### Logic cells by family

Bar = 20 um.
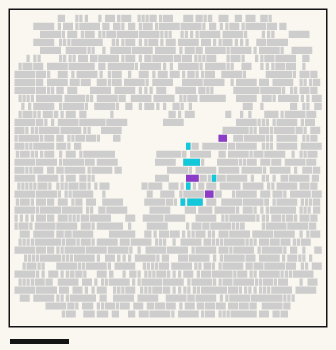
### Metal layers overlaid

Bar = 20 um.
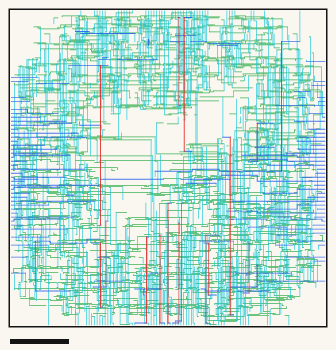
### Sequential cells grouped by signal name

Bar = 20 um. Other sequential cells in the stronger gray, the rest of the logic in the fainter gray.
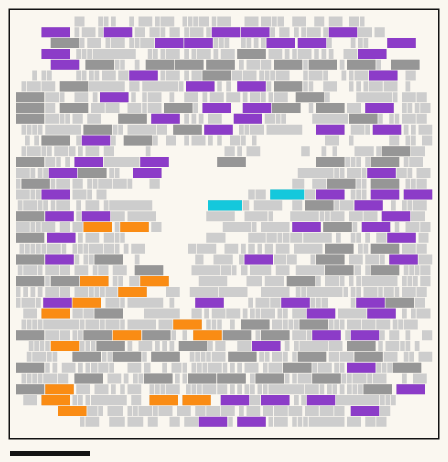
===== src/rtl/pipe_pkg.sv =====
// Shared definitions for the elastic inter-stage pipeline register.
//   - stage state encoding (EMPTY / ONE / FULL), 2 bits
//   - default NOP instruction word
//   - occupancy encoding (entries held), identical to the state encoding
package pipe_pkg;

  typedef enum logic [1:0] {
    PS_EMPTY = 2'd0,
    PS_ONE   = 2'd1,
    PS_FULL  = 2'd2
  } pipeStateE;

  // Flat constants for the state register.
  localparam logic [1:0] ST_EMPTY = PS_EMPTY;
  localparam logic [1:0] ST_ONE   = PS_ONE;
  localparam logic [1:0] ST_FULL  = PS_FULL;

  localparam logic [15:0] NOP_IR_DEF = 16'hF000;

  // Occupancy reported downstream is the state value itself; 3 is unused.
  localparam logic [1:0] OCC_EMPTY = 2'd0;
  localparam logic [1:0] OCC_ONE   = 2'd1;
  localparam logic [1:0] OCC_FULL  = 2'd2;

endpackage


===== src/rtl/pipe_slot.sv =====
// One IR + payload register entry.
// Ports:
//   clk, reset (sync, active low)  - clock and reset
//   load                           - capture irIn / payloadIn
//   clear                          - load NOP_IR / zero payload (wins over load)
//   irIn, payloadIn                - entry input
//   ir, payload                    - entry contents
module pipe_slot
  import pipe_pkg::*;
#(
  parameter int          IR_W   = 16,
  parameter int          DATA_W = 64,
  parameter logic [IR_W-1:0] NOP_IR = IR_W'(NOP_IR_DEF)
) (
  input  logic              clk,
  input  logic              reset,
  input  logic              load,
  input  logic              clear,
  input  logic [IR_W-1:0]   irIn,
  input  logic [DATA_W-1:0] payloadIn,
  output logic [IR_W-1:0]   ir,
  output logic [DATA_W-1:0] payload
);

  always_ff @(posedge clk) begin
    if (!reset || clear) begin
      ir      <= NOP_IR;
      payload <= '0;
    end else if (load) begin
      ir      <= irIn;
      payload <= payloadIn;
    end
  end

endmodule


===== src/rtl/pipe_stage_skid.sv =====
// Elastic pipeline register between two stages: one IR plus opaque payload,
// valid/ready handshake, 2-entry skid buffer (main + skid) so in_ready comes
// from registered state, flush-to-NOP, and optional IR field override on
// capture.
// Ports:
//   clk, reset (sync, active low)
//   in_valid/in_ready/in_ir/in_payload  - upstream beat
//   in_mod_en/in_mod_field              - replace IR[MOD_LSB+:MOD_W] on capture
//   flush                               - drop everything held and offered
//   out_valid/out_ready/out_ir/out_payload - downstream beat (NOP/0 when idle)
//   occupancy                           - entries held (0..2)
module pipe_stage_skid
  import pipe_pkg::*;
#(
  parameter int              IR_W    = 16,
  parameter int              DATA_W  = 64,
  parameter logic [IR_W-1:0] NOP_IR  = IR_W'(NOP_IR_DEF),
  parameter int              MOD_LSB = 9,
  parameter int              MOD_W   = 3
) (
  input  logic              clk,
  input  logic              reset,
  input  logic              in_valid,
  output logic              in_ready,
  input  logic [IR_W-1:0]   in_ir,
  input  logic [DATA_W-1:0] in_payload,
  input  logic              in_mod_en,
  input  logic [MOD_W-1:0]  in_mod_field,
  input  logic              flush,
  output logic              out_valid,
  input  logic              out_ready,
  output logic [IR_W-1:0]   out_ir,
  output logic [DATA_W-1:0] out_payload,
  output logic [1:0]        occupancy
);

  logic [1:0]        state, nextState;
  logic              inFire, outFire;
  logic [IR_W-1:0]   capIr;
  logic              mainLoad, mainClr, skidLoad, skidClr;
  logic [IR_W-1:0]   mainIrIn, skidIr;
  logic [DATA_W-1:0] mainPayloadIn, skidPayload;

  // Flush gates in_ready so an upstream beat is never consumed on that cycle.
  assign in_ready  = (state != ST_FULL) && !flush;
  assign out_valid = (state != ST_EMPTY);
  assign occupancy = state;
  assign inFire    = in_valid && in_ready;
  assign outFire   = out_valid && out_ready;

  always_comb begin
    capIr = in_ir;
    if (in_mod_en) capIr[MOD_LSB +: MOD_W] = in_mod_field;
  end

  // Main entry refills from skid when draining FULL, otherwise from upstream.
  assign mainIrIn      = (state == ST_FULL) ? skidIr      : capIr;
  assign mainPayloadIn = (state == ST_FULL) ? skidPayload : in_payload;

  always_comb begin
    nextState = state;
    mainLoad  = 1'b0;
    mainClr   = 1'b0;
    skidLoad  = 1'b0;
    skidClr   = 1'b0;
    case (state)
      ST_EMPTY: if (inFire) begin
        nextState = ST_ONE;
        mainLoad  = 1'b1;
      end
      ST_ONE: begin
        if (inFire && outFire) begin
          mainLoad = 1'b1;
        end else if (inFire) begin
          nextState = ST_FULL;
          skidLoad  = 1'b1;
        end else if (outFire) begin
          nextState = ST_EMPTY;
          mainClr   = 1'b1;
        end
      end
      ST_FULL: if (outFire) begin
        nextState = ST_ONE;
        mainLoad  = 1'b1;
        skidClr   = 1'b1;
      end
      default: begin
        nextState = ST_EMPTY;
        mainClr   = 1'b1;
        skidClr   = 1'b1;
      end
    endcase
  end

  always_ff @(posedge clk) begin
    if (!reset || flush) state <= ST_EMPTY;
    else                 state <= nextState;
  end

  pipe_slot #(.IR_W(IR_W), .DATA_W(DATA_W), .NOP_IR(NOP_IR)) uMain (
    .clk      (clk),
    .reset    (reset),
    .load     (mainLoad),
    .clear    (mainClr || flush),
    .irIn     (mainIrIn),
    .payloadIn(mainPayloadIn),
    .ir       (out_ir),
    .payload  (out_payload)
  );

  pipe_slot #(.IR_W(IR_W), .DATA_W(DATA_W), .NOP_IR(NOP_IR)) uSkid (
    .clk      (clk),
    .reset    (reset),
    .load     (skidLoad),
    .clear    (skidClr || flush),
    .irIn     (capIr),
    .payloadIn(in_payload),
    .ir       (skidIr),
    .payload  (skidPayload)
  );

endmodule

===== config.mk =====
export PLATFORM = sky130hd
export DESIGN_NAME = pipe_stage_skid
export DESIGN_NICKNAME = d
export VERILOG_FILES = /design/src/rtl/pipe_pkg.sv /design/src/rtl/pipe_slot.sv /design/src/rtl/pipe_stage_skid.sv
export SDC_FILE = /design/constraint.sdc
export NUM_CORES = 1
export LEC_CHECK = 0
export CORE_UTILIZATION = 63
export DETAILED_ROUTE_END_ITERATION = 6
export DONT_BUFFER_PORTS = 1
export PLACE_DENSITY = 0.91
export SKIP_CTS_REPAIR_TIMING = 1
export SLEW_MARGIN = 20
export SYNTH_ARGS = -nofsm -noshare
export SYNTH_HDL_FRONTEND = slang
export SYNTH_HIERARCHICAL = 1
export SYNTH_SLANG_ARGS = --single-unit
export TNS_END_PERCENT = 10

===== constraint.sdc =====
create_clock -name clk -period 2.2 [get_ports clk]
set_input_delay 0.66 -clock clk [delete_from_list [all_inputs] [get_ports clk]]
set_output_delay 0.66 -clock clk [all_outputs]
set_load 0.1 [all_outputs]

==> impl_metrics.toml <==
# flow metrics
[layout]
nMultiInputCombCells = 589
n_all_buffers = 103
finalNonFillerCells = 1028
inverters = 2

[clock_network]
clockBufferDepth = 2

[synthesis]
ys_sh_aoi_pct = 0.712
simple_gate_share_pct = 23.1
syn_inst = 808
yosys-stat-cells = 808
synth_flops = 162
netlist_top_cells_count = "243 x nand2_1, 163 x nor2_1, 162 x dfxtp_1, 161 x mux2i_1, 27 x buf_2"
muxShareOfSynthArea_pct = 23.4

[final_timing]
finalSetupViolCount = 0
relSlewSlack_pct = 69.4
hold_viol = 0
fin_crit_sh_pct = 99.5

[setup_path]
r2r_end = "uMain/payload[44]"
startpoint = "occupancy[0]"
worst-path-buf-inv = 1
r2r_cells = 7

[detailed_routing]
drtPass1Iterations = 5
drt_iter0_drc = 284

[placed_design]
post-place-cells = 995
dp_slack_ns = 0.0655

[power]
p_seq_w = 0.00301
power_frac_clock_pct = 42.4
leakagePower_nw = 3.56

[global_routing]
antenna_found_initial = 0
grt_use_met2_pct = 51.2

[die]
core_area_um2 = 10800
tapCellCount = 140
die-area_um2 = 11600
die_w_um = 108

[status]
run_status = "completed"
## Picture notes: 'Logic cells by family'
legend:
  purple:
    family: and/or cells
    cells: 3
  cyan:
    family: aoi and oai cells
    cells: 6
    where: center

## Picture notes: 'Metal layers overlaid'
legend:
  cyan:
    layer: M2
    wire_length: 8,610 um
  red:
    layer: M4
    wire_length: 555 um
  blue:
    layer: M3
    wire_length: 1,370 um
  green:
    layer: M1
    wire_length: 6,560 um

## Picture notes: 'Sequential cells grouped by signal name'
legend:
  cyan:
    name_in_the_netlist: occupancy
    placed_flops: 2
  purple:
    name_in_the_netlist: uMain/payload
    placed_flops: 64
    where: spread over the die
  orange:
    name_in_the_netlist: uMain/ir
    placed_flops: 16

